### src/rtl/rs_latch_bank_ctrl_pkg.sv
// Shared types and constants for the gated RS latch bank sequencer.
package rs_ctrl_pkg;

    typedef enum logic [2:0] {
        IDLE   = 3'd0,
        SETUP  = 3'd1,
        ENABLE = 3'd2,
        HOLD   = 3'd3,
        DONE   = 3'd4
    } state_t;

    localparam logic OP_SET   = 1'b1;
    localparam logic OP_CLR   = 1'b0;
    localparam logic REQ_ID_A = 1'b0;
    localparam logic REQ_ID_B = 1'b1;

    // Phase counter runs 0..max(PULSE_W, HOLD_W)-1.
    function automatic int cnt_width(input int pulse_w, input int hold_w);
        int m;
        m = (pulse_w > hold_w) ? pulse_w : hold_w;
        return (m <= 2) ? 1 : $clog2(m);
    endfunction

endpackage

### src/rtl/rs_latch_bank_ctrl_rr_arb2.sv
// Two-way round-robin arbiter; priority flips away from whoever was last served.
module rr_arb2
    import rs_ctrl_pkg::*;
(
    input  logic i_clk,
    input  logic i_rst,
    input  logic i_req_a,
    input  logic i_req_b,
    input  logic i_done,
    input  logic i_served,
    output logic o_valid,
    output logic o_winner
);

    logic r_prio;

    always_ff @(posedge i_clk or posedge i_rst) begin
        if (i_rst) begin
            r_prio <= REQ_ID_A;
        end else if (i_done) begin
            r_prio <= ~i_served;
        end
    end

    always_comb begin
        o_valid  = i_req_a | i_req_b;
        o_winner = REQ_ID_A;
        if (i_req_a && i_req_b) begin
            o_winner = r_prio;
        end else if (i_req_b) begin
            o_winner = REQ_ID_B;
        end
    end

endmodule

### src/rtl/rs_latch_bank_ctrl.sv
// Sequences set/clear commands from two requesters onto a bank of gated RS latches:
// setup -> enable pulse -> hold -> ack, never driving S and R together.
module rs_latch_bank_ctrl
    import rs_ctrl_pkg::*;
#(
    parameter int N       = 4,
    parameter int AW      = 2,
    parameter int PULSE_W = 2,
    parameter int HOLD_W  = 1
) (
    input  logic          CLK,
    input  logic          RST,
    input  logic          REQ_A,
    input  logic          OP_A,
    input  logic [AW-1:0] ADDR_A,
    output logic          ACK_A,
    input  logic          REQ_B,
    input  logic          OP_B,
    input  logic [AW-1:0] ADDR_B,
    output logic          ACK_B,
    output logic [N-1:0]  S,
    output logic [N-1:0]  R,
    output logic [N-1:0]  E,
    output logic          BUSY,
    output logic          GRANT,
    output logic          ERR
);

    localparam int CNT_W = cnt_width(PULSE_W, HOLD_W);
    localparam int AW1   = AW + 1;
    localparam logic [CNT_W-1:0] PULSE_LAST = CNT_W'(PULSE_W - 1);
    localparam logic [CNT_W-1:0] HOLD_LAST  = CNT_W'(HOLD_W - 1);
    localparam logic [AW:0]      N_LIM      = AW1'(N);
    localparam logic [N-1:0]     ONE        = N'(1);

    state_t         r_state, w_state_nxt;
    logic [CNT_W-1:0] r_cnt, w_cnt_nxt;
    logic           w_capture;
    logic           r_op, w_op_nxt;
    logic [AW-1:0]  r_addr, w_addr_nxt;
    logic           w_win_nxt;
    logic           w_arb_valid, w_arb_win;
    logic           w_in_range;
    logic [N-1:0]   w_hit;
    logic           w_drive;

    logic [N-1:0]   r_s, r_r, r_e;
    logic           r_ack_a, r_ack_b, r_busy, r_grant, r_err;

    rr_arb2 u_arb (
        .i_clk    (CLK),
        .i_rst    (RST),
        .i_req_a  (REQ_A),
        .i_req_b  (REQ_B),
        .i_done   (r_state == DONE),
        .i_served (r_grant),
        .o_valid  (w_arb_valid),
        .o_winner (w_arb_win)
    );

    always_comb begin
        w_state_nxt = r_state;
        w_cnt_nxt   = r_cnt;
        w_capture   = 1'b0;
        case (r_state)
            IDLE: begin
                if (w_arb_valid) begin
                    w_state_nxt = SETUP;
                    w_capture   = 1'b1;
                end
            end
            SETUP: begin
                w_state_nxt = ENABLE;
                w_cnt_nxt   = '0;
            end
            ENABLE: begin
                if (r_cnt == PULSE_LAST) begin
                    w_state_nxt = HOLD;
                    w_cnt_nxt   = '0;
                end else begin
                    w_cnt_nxt = r_cnt + 1'b1;
                end
            end
            HOLD: begin
                if (r_cnt == HOLD_LAST) begin
                    w_state_nxt = DONE;
                    w_cnt_nxt   = '0;
                end else begin
                    w_cnt_nxt = r_cnt + 1'b1;
                end
            end
            DONE:    w_state_nxt = IDLE;
            default: w_state_nxt = IDLE;
        endcase
    end

    // Outputs are registered from the next-state view so they line up with the state they describe.
    always_comb begin
        w_win_nxt  = w_capture ? w_arb_win : r_grant;
        w_op_nxt   = r_op;
        w_addr_nxt = r_addr;
        if (w_capture) begin
            w_op_nxt   = (w_arb_win == REQ_ID_B) ? OP_B : OP_A;
            w_addr_nxt = (w_arb_win == REQ_ID_B) ? ADDR_B : ADDR_A;
        end
        w_in_range = ({1'b0, w_addr_nxt} < N_LIM);
        w_hit      = w_in_range ? (ONE << w_addr_nxt) : '0;
        w_drive    = (w_state_nxt == SETUP) || (w_state_nxt == ENABLE) || (w_state_nxt == HOLD);
    end

    always_ff @(posedge CLK) begin
        if (w_capture) begin
            r_op   <= w_op_nxt;
            r_addr <= w_addr_nxt;
        end
    end

    always_ff @(posedge CLK or posedge RST) begin
        if (RST) begin
            r_state <= IDLE;
            r_cnt   <= '0;
            r_s     <= '0;
            r_r     <= '0;
            r_e     <= '0;
            r_ack_a <= 1'b0;
            r_ack_b <= 1'b0;
            r_busy  <= 1'b0;
            r_grant <= REQ_ID_A;
            r_err   <= 1'b0;
        end else begin
            r_state <= w_state_nxt;
            r_cnt   <= w_cnt_nxt;
            r_s     <= (w_drive && w_op_nxt == OP_SET) ? w_hit : '0;
            r_r     <= (w_drive && w_op_nxt == OP_CLR) ? w_hit : '0;
            r_e     <= (w_state_nxt == ENABLE) ? w_hit : '0;
            r_ack_a <= (w_state_nxt == DONE) && (w_win_nxt == REQ_ID_A);
            r_ack_b <= (w_state_nxt == DONE) && (w_win_nxt == REQ_ID_B);
            r_busy  <= (w_state_nxt != IDLE);
            r_grant <= w_win_nxt;
            r_err   <= (w_state_nxt == DONE) && !w_in_range;
        end
    end

    assign S     = r_s;
    assign R     = r_r;
    assign E     = r_e;
    assign ACK_A = r_ack_a;
    assign ACK_B = r_ack_b;
    assign BUSY  = r_busy;
    assign GRANT = r_grant;
    assign ERR   = r_err;

endmodule

### config.mk
export PLATFORM = sky130hd
export DESIGN_NAME = rs_latch_bank_ctrl
export DESIGN_NICKNAME = d
export VERILOG_FILES = /design/src/rtl/rs_latch_bank_ctrl_pkg.sv /design/src/rtl/rs_latch_bank_ctrl_rr_arb2.sv /design/src/rtl/rs_latch_bank_ctrl.sv
export SDC_FILE = /design/constraint.sdc
export NUM_CORES = 1
export LEC_CHECK = 0
export CORE_AREA = 2 2 49 51
export CTS_BUF_LIST = sky130_fd_sc_hd__clkbuf_16
export DETAILED_ROUTE_END_ITERATION = 10
export DIE_AREA = 0 0 51 53
export PLACE_DENSITY = 0.83
export SLEW_MARGIN = 20
export SYNTH_ARGS = -nofsm -noshare
export SYNTH_HDL_FRONTEND = slang
export SYNTH_SLANG_ARGS = --single-unit
### constraint.sdc
create_clock -name CLK -period 3.1 [get_ports CLK]
set_input_delay 0.62 -clock CLK [delete_from_list [all_inputs] [get_ports CLK]]
set_output_delay 0.62 -clock CLK [all_outputs]
set_load 0.01 [all_outputs]
==> images/pinout.png <==
Drawn at 8 px/um. Pins as bars across the die edge, other pins in gray.
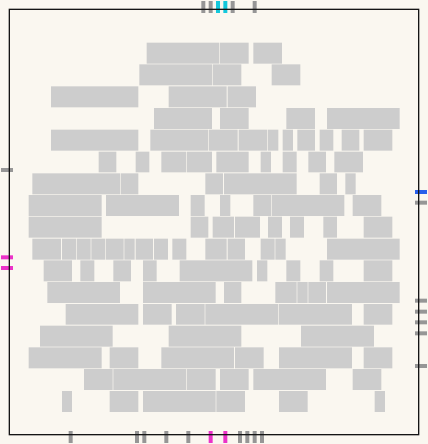
cyan -> ADDR_A  # pins 2, direction input, edge top
blue -> REQ_B  # pins 1, direction input, edge right
magenta -> R  # pins 4, direction output, edge 2 left, 2 bottom
all pins by edge = 11 bottom, 7 right, 6 top, 3 left

==> images/util_map.png <==
Drawn at 8 px/um. 10 x 11 tiles, from black (low) to pale yellow (high), 0 to 100% covered.
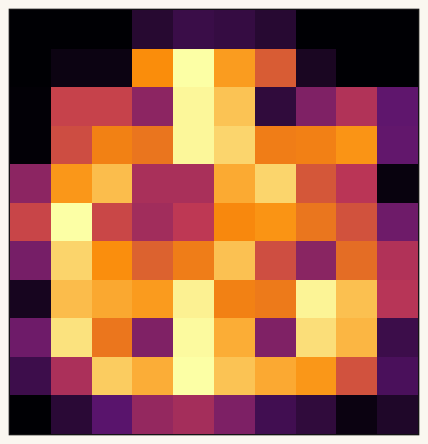
fullest tile = 100%
tiles over 75% full = 31%
mean over tiles = 50%
nearly empty tiles = 11%

==> images/class_map.png <==
Drawn at 4 px/um.
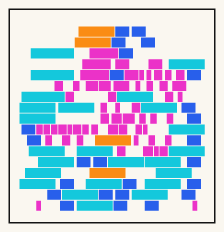
blue -> remaining buffers and delay cells  # cells 25, share of their area 19%
cyan -> registers  # cells 24, share of their area 46%
magenta -> remaining logic cells  # cells 57, share of their area 28%
orange -> clock drivers and dummy loads  # cells 4, share of their area 7.4%
Core Box Area: 0.00215 mm^2
post-route cell area: 0.00138 mm^2

==> images/layers.png <==
Drawn at 4 px/um.
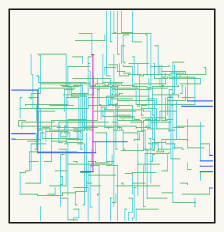
magenta -> M4  # wire length 44.9 um
green -> M1  # wire length 890 um
blue -> M3  # wire length 63.2 um
cyan -> M2  # wire length 973 um

==> results.toml <==
# flow metrics
[routing]
wl_met1_um = 889
drtIter0Drc = 7
met2_length_um = 972
vias_per_cell = 5.40
dr_wl_met3_um = 63
drc_errors = 0
via_count = 745
wl_per_cell_um = 14.3
firstDrtPassIters = 4
wl_um = 1970
ant_nets = 0

[cts]
post_cts_resized = 0
clock-sinks = 24
path_clk_slew_ps = 60
worstSkewPairLatency_ps = 260
clock_path_buffers = 2
post-cts-setup-buffers = 0
cts_root_buffer = "clkbuf_16"
hold_buffers = 0

[yosys]
mux_area_share_pct = 0
area_leaders = "dfrtp_1 52%, edfxtp_1 8.8%, nor3_1 5.9%, o22ai_4 3.9%, nor4_1 3.1%"
syn_area_per_cell_um2 = 12.1
top_area_share_pct = 51.6
syn-instance-count = 84
synth_cell_types = 33
postSynthSeqShare_pct = 60.4
ys_cells = 84
top_logic_kind = "simple AND/OR/NAND/NOR gates"
synth_top_flop_cell = "dfrtp_1"
ys_sh_simple_pct = 21.3
ys_sh_xor_pct = 0
ys_ff = 24
ys_area_mm2 = 0.00102
async_reset_ff_share_pct = 87.5
yosysTopAreaCell = "dfrtp_1"
netlist_area_mm2 = 0.00102
synth_top_cell_by_count = "dfrtp_1"
yosys_warnings = 0

[timing]
drv_slew = 0
hold_violations = 0
fin_setup_tns_ps = 0
worst_slack_ps = 912
maxSlewHeadroom_pct = 47.7
fmaxAchievable_mhz = 457
whs_ps = 518
finalCritPeriodShare_pct = 70.6
skew_ps = 2.92
rsz0062_at_grt = "false"
period_needed_ps = 2190
tightestPinTransition_ps = 784

[setup_path]
worst-endpoint-arrival_ps = 2340
crit_slowest_cell = "clkdlybuf4s50_1"
crit_path_max_fanout = 7
path_cells = "clkdlybuf4s50_1 > a21bo_2 > o32a_1 > o22ai_4 > inv_4 > nor4_1"
r2r_setup_slack_ps = 1370
rr_startpoint = "r_state[2]"
cpPeakStageDelay_ps = 580
timing_worst_setup_path_type = "in2reg"
worst_setup_path_start_kind = "input port"
endpoint_kind = "flip-flop"
r2r_cells = 4
reg2reg_to = "R[2]"

[pwr]
switching_power_uw = 528
swShare_pct = 34.8
pwr-share-clk_pct = 21.9
power-top-group = "combinational cells"
p_seq_uw = 551
powerClk_uw = 332
p_seq_share_pct = 36.3
pwr-share-comb_pct = 41.8
comb_power_uw = 634
p_int_uw = 989

[placement]
pre_cts_slack_ps = 698
place_hpwl_um = 1470
portBuffers = 25
placed_area_mm2 = 0.00128
place.gp.congestion = 0.798
place_inst = 134

[die]
initCoreUtil_pct = 47.4
chipHeight_um = 53
num_io_pins = 27
die_w_um = 51
fp-row-count = 17

[layout]
ff_latch_area_um2 = 616
n_fill_cell = 184
final-comb-area_um2 = 363
final_util_pct = 64.3
final_common_cell = "clkdlybuf4s50_1"
layout.cells.non_filler = 138
num_antenna_cells = 0
area_growth_pct = 35.6
fin_nets = 121
mostFrequentLayoutCells = "25 x clkdlybuf4s50_1, 21 x dfrtp_1, 12 x nor3_1"
drive_gt1_share_pct = 10.9

[global_routing]
grtUsageMet1_pct = 22.1
grt_use_met2_pct = 27.5
grt_antenna_before_repair = 0
grt_pass1_wl_um = 3320
grt_use_total_pct = 17.4
busiest_layer = "met2"
grt_max_degree = 22
grt_pass1_vias = 712
grt_use_met3_pct = 4.24

[min_path]
hold_depth = 1
min_from = "GRANT"
hold_path_class = "reg2reg"
hold_end = "ACK_A"

[flow_run]
maxCapViolCount = 0

[status]
outcome = "completed"
-- worst max-delay path by stage --
stage | start | endpoint | slack (ps) | cells after the start
floorplan | REQ_A | R[0] | 1400 | 5
global placement | REQ_B | R[2] | 700 | 6
detailed placement | REQ_B | R[2] | 700 | 6
CTS | REQ_B | R[2] | 930 | 6
global route | REQ_B | R[2] | 790 | 6
finish | REQ_A | R[2] | 910 | 6
-- area by class of cell --
| class | instances | area share [%] |
|---|---|---|
| inverters | 4 | 1.27 |
| well taps | 28 | 2.54 |
| multi-input cells | 53 | 26.3 |
| repair buffers | 25 | 18.1 |
| clock buffers | 4 | 7.25 |
| flip-flops and latches | 24 | 44.6 |
-- cells by family after synthesis --
logic type / after synthesis
buffers and inverters: 7
AND/OR/NAND/NOR: 36
other: 1
flip-flops: 24
AND-OR/OR-AND: 16
Power figures rest on the tool's default switching activity, not on a simulated workload.
